Met1 routing:
Supply wires on this layer in gray.
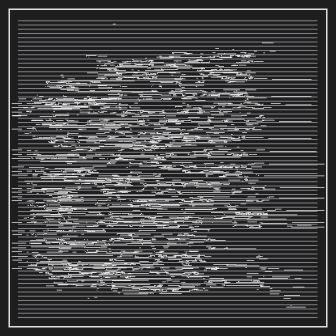
The metal 2 layer:
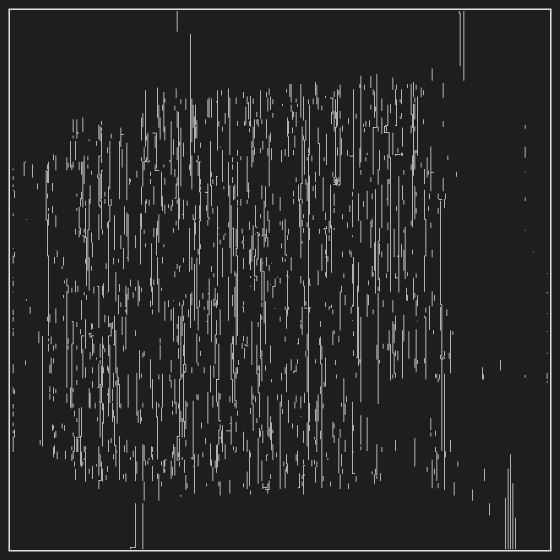
The metal 3 layer:
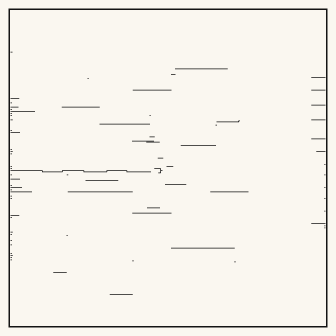
Signal wires on met4:
Scale bar: 50 µm. Supply wires on this layer in gray. Cells faint in the background.
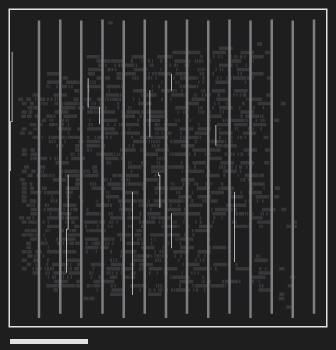
--- src/rtl/csa_pkg.sv ---
`default_nettype none
// ============================================================================
// Module      : csa_pkg
// Description : Shared definitions for the pipelined conditional-sum adder.
//               Holds the operand-width limits, the per-stage payload record
//               and a gate-level carry helper.
// Revision    : 1.0 - initial release
// ============================================================================
package csa_pkg;

    localparam int MIN_WIDTH = 4;
    localparam int MAX_WIDTH = 64;

    // Payload carried by every pipeline stage. At merge level k the group
    // width is 2^k: group j owns sum bits [j*2^k +: 2^k], and its conditional
    // carries and resolved flag sit at index j of the carry/resolved vectors.
    typedef struct packed {
        logic [MAX_WIDTH-1:0] sum0;      // group sum assuming carry-in 0
        logic [MAX_WIDTH-1:0] sum1;      // group sum assuming carry-in 1
        logic [MAX_WIDTH-1:0] carry0;    // group carry-out assuming carry-in 0
        logic [MAX_WIDTH-1:0] carry1;    // group carry-out assuming carry-in 1
        logic [MAX_WIDTH-1:0] resolved;  // group already uses the real carry-in
        logic                 sub;       // beat is a subtraction
        logic                 a_msb;     // MSB of operand A (x)
        logic                 b_msb;     // MSB of operand B (y or ~y)
    } csa_payload_t;

    // Majority function: carry-out of a single-bit full adder.
    function automatic logic maj3(input logic a, input logic b, input logic c);
        return (a & b) | (a & c) | (b & c);
    endfunction

endpackage
`default_nettype wire

--- src/rtl/csa_merge_cell.sv ---
`default_nettype none
// ============================================================================
// Module      : csa_merge_cell
// Description : Combinational conditional-sum merge of two adjacent G-bit
//               groups into one 2G-bit group. The upper group's sum/carry pair
//               is selected by the lower group's conditional carries, or by
//               its real carry once the lower group is resolved.
// Revision    : 1.0 - initial release
// ============================================================================
module csa_merge_cell
    import csa_pkg::*;
#(
    parameter int G = 1
) (
    input  logic [G-1:0]   i_lo_s0,
    input  logic [G-1:0]   i_lo_s1,
    input  logic           i_lo_c0,
    input  logic           i_lo_c1,
    input  logic           i_lo_res,
    input  logic [G-1:0]   i_hi_s0,
    input  logic [G-1:0]   i_hi_s1,
    input  logic           i_hi_c0,
    input  logic           i_hi_c1,
    output logic [2*G-1:0] o_s0,
    output logic [2*G-1:0] o_s1,
    output logic           o_c0,
    output logic           o_c1,
    output logic           o_res
);

    logic w_sel0;
    logic w_sel1;

    // Pick the upper half by the carry the lower half delivers in each case.
    always_comb begin
        w_sel0 = i_lo_c0;
        w_sel1 = i_lo_res ? i_lo_c0 : i_lo_c1;
        o_s0   = {(w_sel0 ? i_hi_s1 : i_hi_s0), i_lo_s0};
        o_s1   = {(w_sel1 ? i_hi_s1 : i_hi_s0), (i_lo_res ? i_lo_s0 : i_lo_s1)};
        o_c0   = w_sel0 ? i_hi_c1 : i_hi_c0;
        o_c1   = w_sel1 ? i_hi_c1 : i_hi_c0;
        o_res  = i_lo_res;
    end

endmodule
`default_nettype wire

--- src/rtl/pipelined_cond_sum_adder.sv ---
`default_nettype none
// ============================================================================
// Module      : pipelined_cond_sum_adder
// Description : Pipelined conditional-sum adder/subtractor with valid/ready
//               handshakes. Stage 0 builds per-bit sum/carry pairs, then
//               LEVELS merge levels double the group width; every stage is
//               registered and stalls independently so bubbles collapse.
// Revision    : 1.0 - initial release
// ============================================================================
module pipelined_cond_sum_adder
    import csa_pkg::*;
#(
    parameter  int WIDTH  = 16,
    localparam int LEVELS = $clog2(WIDTH)
) (
    input  logic             clk,
    input  logic             rst,
    input  logic             in_valid,
    output logic             in_ready,
    input  logic [WIDTH-1:0] x,
    input  logic [WIDTH-1:0] y,
    input  logic             cin,
    input  logic             sub,
    output logic             out_valid,
    input  logic             out_ready,
    output logic [WIDTH-1:0] sum,
    output logic             cout,
    output logic             ovf
);

    if (WIDTH < MIN_WIDTH || WIDTH > MAX_WIDTH || (WIDTH & (WIDTH - 1)) != 0) begin : g_width_check
        $error("pipelined_cond_sum_adder: WIDTH must be a power of two in 4..64");
    end

    // ------------------------------------------------------------------------
    // Stage state
    // ------------------------------------------------------------------------
    logic [LEVELS:0] valid_q;
    logic [LEVELS:0] valid_d;
    csa_payload_t    stage_q [0:LEVELS];
    csa_payload_t    stage_d [0:LEVELS];

    logic [LEVELS:0] w_load;     // stage may capture this cycle
    logic [LEVELS:0] w_in_vld;   // valid bit offered to each stage
    csa_payload_t    w_lvl_in [0:LEVELS];

    // Per-level combinational results, packed by group index
    logic [LEVELS:0][WIDTH-1:0] w_s0;
    logic [LEVELS:0][WIDTH-1:0] w_s1;
    logic [LEVELS:0][WIDTH-1:0] w_c0;
    logic [LEVELS:0][WIDTH-1:0] w_c1;
    logic [LEVELS:0][WIDTH-1:0] w_res;

    logic [WIDTH-1:0] w_b;
    logic             w_cin;
    logic             w_unused_parity;

    // Subtraction is x + ~y + 1; the caller's carry-in is ignored then.
    assign w_b   = sub ? ~y : y;
    assign w_cin = sub | cin;

    // ------------------------------------------------------------------------
    // Stage 0: per-bit pairs; bit 0 resolves with the effective carry-in
    // ------------------------------------------------------------------------
    for (genvar i = 0; i < WIDTH; i++) begin : g_bit
        if (i == 0) begin : g_lsb
            assign w_s0[0][i]  = x[i] ^ w_b[i] ^ w_cin;
            assign w_s1[0][i]  = x[i] ^ w_b[i] ^ w_cin;
            assign w_c0[0][i]  = maj3(x[i], w_b[i], w_cin);
            assign w_c1[0][i]  = maj3(x[i], w_b[i], w_cin);
            assign w_res[0][i] = 1'b1;
        end else begin : g_pair
            assign w_s0[0][i]  = x[i] ^ w_b[i];
            assign w_s1[0][i]  = ~(x[i] ^ w_b[i]);
            assign w_c0[0][i]  = x[i] & w_b[i];
            assign w_c1[0][i]  = x[i] | w_b[i];
            assign w_res[0][i] = 1'b0;
        end
    end

    // ------------------------------------------------------------------------
    // Merge levels: level k pairs the 2^(k-1)-bit groups held by stage k-1
    // ------------------------------------------------------------------------
    for (genvar k = 1; k <= LEVELS; k++) begin : g_level
        localparam int G  = 1 << (k - 1);
        localparam int NG = WIDTH >> k;
        for (genvar j = 0; j < WIDTH; j++) begin : g_grp
            if (j < NG) begin : g_cell
                csa_merge_cell #(
                    .G (G)
                ) u_cell (
                    .i_lo_s0  (stage_q[k-1].sum0[2*j*G +: G]),
                    .i_lo_s1  (stage_q[k-1].sum1[2*j*G +: G]),
                    .i_lo_c0  (stage_q[k-1].carry0[2*j]),
                    .i_lo_c1  (stage_q[k-1].carry1[2*j]),
                    .i_lo_res (stage_q[k-1].resolved[2*j]),
                    .i_hi_s0  (stage_q[k-1].sum0[(2*j+1)*G +: G]),
                    .i_hi_s1  (stage_q[k-1].sum1[(2*j+1)*G +: G]),
                    .i_hi_c0  (stage_q[k-1].carry0[2*j+1]),
                    .i_hi_c1  (stage_q[k-1].carry1[2*j+1]),
                    .o_s0     (w_s0[k][2*j*G +: 2*G]),
                    .o_s1     (w_s1[k][2*j*G +: 2*G]),
                    .o_c0     (w_c0[k][j]),
                    .o_c1     (w_c1[k][j]),
                    .o_res    (w_res[k][j])
                );
            end else begin : g_idle
                assign w_c0[k][j]  = 1'b0;
                assign w_c1[k][j]  = 1'b0;
                assign w_res[k][j] = 1'b0;
            end
        end
    end

    // Pack each level's result into the stage record; sideband bits ride along.
    always_comb begin
        for (int k = 0; k <= LEVELS; k++) begin
            w_lvl_in[k]                       = '0;
            w_lvl_in[k].sum0[WIDTH-1:0]       = w_s0[k];
            w_lvl_in[k].sum1[WIDTH-1:0]       = w_s1[k];
            w_lvl_in[k].carry0[WIDTH-1:0]     = w_c0[k];
            w_lvl_in[k].carry1[WIDTH-1:0]     = w_c1[k];
            w_lvl_in[k].resolved[WIDTH-1:0]   = w_res[k];
            if (k == 0) begin
                w_lvl_in[k].sub   = sub;
                w_lvl_in[k].a_msb = x[WIDTH-1];
                w_lvl_in[k].b_msb = w_b[WIDTH-1];
            end else begin
                w_lvl_in[k].sub   = stage_q[k-1].sub;
                w_lvl_in[k].a_msb = stage_q[k-1].a_msb;
                w_lvl_in[k].b_msb = stage_q[k-1].b_msb;
            end
        end
    end

    // Elastic flow control: a stage loads when empty or when its content moves on.
    always_comb begin
        w_load           = '0;
        w_in_vld         = '0;
        valid_d          = valid_q;
        w_load[LEVELS]   = !valid_q[LEVELS] || out_ready;
        for (int k = LEVELS - 1; k >= 0; k--) begin
            w_load[k] = !valid_q[k] || w_load[k+1];
        end
        for (int k = 0; k <= LEVELS; k++) begin
            w_in_vld[k] = (k == 0) ? in_valid : valid_q[k-1];
            if (w_load[k]) begin
                valid_d[k] = w_in_vld[k];
            end
        end
    end

    // Payload only changes when a real beat arrives, so held outputs stay put.
    always_comb begin
        for (int k = 0; k <= LEVELS; k++) begin
            stage_d[k] = (w_load[k] && w_in_vld[k]) ? w_lvl_in[k] : stage_q[k];
        end
    end

    // Stage registers; reset empties the pipe and clears the datapath.
    always_ff @(posedge clk or posedge rst) begin
        if (rst) begin
            valid_q <= '0;
            for (int k = 0; k <= LEVELS; k++) begin
                stage_q[k] <= '0;
            end
        end else begin
            valid_q <= valid_d;
            for (int k = 0; k <= LEVELS; k++) begin
                stage_q[k] <= stage_d[k];
            end
        end
    end

    // Folds payload bits that the narrower levels leave idle.
    always_comb begin
        w_unused_parity = 1'b0;
        for (int k = 0; k <= LEVELS; k++) begin
            w_unused_parity = w_unused_parity ^ (^stage_q[k]);
        end
    end

    // ------------------------------------------------------------------------
    // Outputs: the last stage holds one fully resolved WIDTH-bit group
    // ------------------------------------------------------------------------
    assign in_ready  = w_load[0];
    assign out_valid = valid_q[LEVELS];
    assign sum       = stage_q[LEVELS].sum0[WIDTH-1:0];
    assign cout      = stage_q[LEVELS].carry0[0];
    assign ovf       = (stage_q[LEVELS].a_msb == stage_q[LEVELS].b_msb) &&
                       (stage_q[LEVELS].sum0[WIDTH-1] != stage_q[LEVELS].a_msb);

endmodule
`default_nettype wire

--- config.mk ---
export PLATFORM = sky130hd
export DESIGN_NAME = pipelined_cond_sum_adder
export DESIGN_NICKNAME = d
export VERILOG_FILES = /design/src/rtl/csa_pkg.sv /design/src/rtl/csa_merge_cell.sv /design/src/rtl/pipelined_cond_sum_adder.sv
export SDC_FILE = /design/constraint.sdc
export NUM_CORES = 1
export LEC_CHECK = 0
export ABC_AREA = 1
export CAP_MARGIN = 5
export CORE_MARGIN = 5
export CORE_UTILIZATION = 25
export DETAILED_ROUTE_END_ITERATION = 8
export PLACE_DENSITY = 0.44
export SYNTH_ARGS = -nofsm -noshare
export SYNTH_HDL_FRONTEND = slang
export SYNTH_SLANG_ARGS = --single-unit
--- constraint.sdc ---
create_clock -name clk -period 6.2 [get_ports clk]
set_input_delay 0.62 -clock clk [delete_from_list [all_inputs] [get_ports clk]]
set_output_delay 0.62 -clock clk [all_outputs]
set_load 0.05 [all_outputs]
==> results.json <==
{
  "post_cts_resized": 0,
  "p_int_mw": 2.944,
  "design_area_um2": 10840,
  "final_core_util_pct": 29.60,
  "placed_cell_area_um2": 10080,
  "antenna_found_initial": 0,
  "synth_flops": 201,
  "syn_to_final_growth_pct": 16.68,
  "drcViolationCount": 0,
  "yosys.area.top_type_share_pct": 54.15,
  "clock-root-buffer": "clkbuf_16",
  "antenna_left": 0,
  "synth-main-ff-cell": "dfrtp_1",
  "critical_path_buf_inv_count": 3,
  "power.share.sequential_pct": 43.1,
  "logic_family": "simple AND/OR/NAND/NOR gates",
  "finalHoldViolCount": 0,
  "aoi_share_pct": 6.492,
  "routabilityCongestion": 0.7099,
  "period_used_pct": 58.73,
  "cp_slowest_cell": "clkdlybuf4s50_1",
  "critPathKind": "input pin to output port",
  "post-route-min-period_ps": 3641,
  "row_count": 70,
  "synth.distinct_cells": 28,
  "worst_path_largest_cell_delay_ps": 930,
  "drt-pass1-iter-count": 5,
  "antenna_cells": 0,
  "core_area_um2": 36610,
  "track_usage_pct": 9.675,
  "nets": 1151,
  "power_frac_comb_pct": 27.7,
  "path_cells": "clkdlybuf4s50_1 > inv_2 > nand3_2 > nor2_4 > nand3_2 > clkdlybuf4s50_1",
  "ys_area_um2": 9289,
  "crit_arrival_ps": 3020,
  "wl_per_cell_um": 12.42,
  "fin_setup_tns_ps": 0,
  "met1_length_mm": 11.09,
  "tool_warnings": 41,
  "slew_headroom_pct": 35.64,
  "crit_fanout": 36,
  "yosys.area_share.adder_pct": 4.256,
  "drt-initial-drc-count": 360,
  "numPortBuffers": 57,
  "edf_count": 0,
  "endpoint_kind": "output port",
  "switchingPower_mw": 1.632,
  "fp_nets": 1133,
  "p_leak_nw": 5.376,
  "die_w_um": 202.8,
  "syn_area_per_cell_um2": 8.730,
  "syn_area_um2": 9289,
  "initCoreUtil_pct": 25.37,
  "drv_slew": 0,
  "post_cts_buffers": 0,
  "ys_sh_mux_pct": 3.596,
  "clock_sinks": 201,
  "viasPerCell": 4.058,
  "rsz0062_at_grt": "no",
  "routed.top_layer": "met4",
  "fin_skew_ps": 12.63,
  "max_freq_mhz": 274.6,
  "pwr-share-clk_pct": 29.2,
  "drive_gt1_share_pct": 5.196,
  "setup_viol_count_final": 0,
  "insertion_delay_ps": 510,
  "power_density_nw_per_um2": 422.2,
  "worst_slew_pin_slew_ps": 962.4,
  "vdd_drop_max_mv": 0.1955,
  "critPathTopFamily": "buffers and inverters",
  "hold_buffers": 0,
  "switching_share_pct": 35.66,
  "netlist_instances": 1064,
  "h-tree-depth": 1,
  "drv_cap": 0,
  "ys_sh_xor_pct": 1.509,
  "synthSimpleGateAreaFrac_pct": 21.39,
  "clk_pin_slew_worst_paths_ps": 60,
  "largest_area_cell": "dfrtp_1",
  "area_leaders": "dfrtp_1 54%, nand2_1 16%, o21ai_0 5.7%",
  "met3_length_um": 635,
  "grt_pass1_vias": 6397,
  "wl_met2_mm": 7.337,
  "grt_pass1_wl_mm": 33.79,
  "startpoint_type": "input pin",
  "dieArea_um2": 41110,
  "grt.overflow.total": 0,
  "die_y_um": 202.8,
  "yosys_warnings": 0,
  "place_hpwl_mm": 13.10,
  "outcome": "completed",
  "ios": 58,
  "yosysSeqAreaShare_pct": 54.15,
  "clockBufferDepth": 3,
  "cp.required_ps": 5580,
  "cts_tree": "done",
  "async_flop_share_pct": 100.0,
  "hp-class": "register to register",
  "grt_max_degree": 95,
  "yosysCellCount": 1064,
  "cts_buffers": 24
}
## Picture notes: 'met1 routing'
longest straight run: 55.7 µm
wire length on this layer: 11100 µm
WL final: 19.44 mm
met1 Use GR: 15.64%
routed vias: 6351

## Picture notes: 'the metal 2 layer'
share of all routed wire: 38%
longest straight run: 115 µm
main direction: vertical
wire length on this layer: 7340 µm
nets with wire on the layer: 755
M2 GR Usage: 13.26%

## Picture notes: 'the metal 3 layer'
nets with wire on the layer: 57
wire length on this layer: 636 µm
main direction: horizontal
met3 usage: 1.613%

## Picture notes: 'signal wires on met4'
nets with wire on the layer: 4
longest straight run: 66.0 µm
wire length on this layer: 380 µm

worst paths after layout:
path | from | end | slack, ps | depth (start not counted)
min in group asynchronous | rst | sum[5]$_DFFE_PP0P_ | 640 | 2
worst max register to register | valid_q[0]$_DFFE_PP0P_ | stage_q[1502]$_DFFE_PP0P_ | 3150 | 6
worst min register to register | stage_q[1292]$_DFFE_PP0P_ | stage_q[1292]$_DFFE_PP0P_ | 470 | 2
worst max-delay path | out_ready | in_ready | 2560 | 6
worst min-delay path | stage_q[1292]$_DFFE_PP0P_ | stage_q[1292]$_DFFE_PP0P_ | 470 | 2
max in group asynchronous | rst | stage_q[1238]$_DFFE_PP0P_ | 4240 | 3
power by group through the flow:
stage                     combinational (mW)  sequential [mW]  clock, mW
after global routing                    1.47             2.03       1.44
after global placement                  1.29             1.99          0
final                                   1.27             1.97       1.34
after floorplan                         1.04             1.93          0
after CTS                               1.31             1.98       1.39
after detailed placement                1.30             2.00          0
cell usage after synthesis (8+ instances only):
master	instances
ha_1	30
buf_4	19
nor2_1	10
nand3_1	81
clkbuf_1	19
inv_1	102
a31oi_1	8
o21ai_0	106
nand2_1	392
buf_2	18
mux2i_1	30
dfrtp_1	201
xnor2_1	14
layout make-up:
type / count / area [µm²]
repair buffers: 62 / 603.1
flip-flops and latches: 201 / 5030
clock inverters: 6 / 36.28
fillers: 3936 / 25770
well taps: 468 / 585.6
multi-input cells: 689 / 3462
clock buffers: 35 / 723.2
inverters: 104 / 397.9
placed cells by master, fill, tap and decap left out, drive strengths merged, types with 2 or more instances in the layout:
cell type	n
nand2	395
dfrtp	201
o21ai	108
inv	105
nand3	83
clkdlybuf4s50	56
clkbuf	35
mux2i	30
ha	30
xnor2	14
nor2	11
a31oi	8
buf	6
clkinv	4
mux2	3
xor2	2
logic make-up after synthesis:
logic type | Yosys count
fa+ha+maj | 31
mux | 33
buf+inv | 174
compound gates | 118
xor+xnor | 16
flops | 201
simple gates | 491
per-stage QoR:
step	power (mW)	hold WS [ps]	instances	setup WS (ps)
after floorplan	2.970	436.4	1064	97.64
after global placement	3.275	454.1	1524	2570
after detailed placement	3.296	455.2	1524	2513
after CTS	4.672	469.8	1565	2569
after global routing	4.940	494.9	1565	2451
final	4.576	468.8	1565	2559
flip-flops by register name, indices dropped and copies added, names as in the netlist:
register  cells
sum          16
stage_q     179
cout          1
valid_q       5
per-layer routing:
layer / vias to the layer above / GRT usage [%]
met2: 89 / 13.26
met4: 0 / 2.279
li1: 3378 / -
met3: 29 / 1.613
met5: - / 0
met1: 2855 / 15.64
tightest hold or removal path, stage by stage (launching register included):
cell and delay (ps):
dfrtp_1 340, nand2_1 50, nand2_1 40
Power figures rest on the tool's default switching activity, not on a simulated workload.
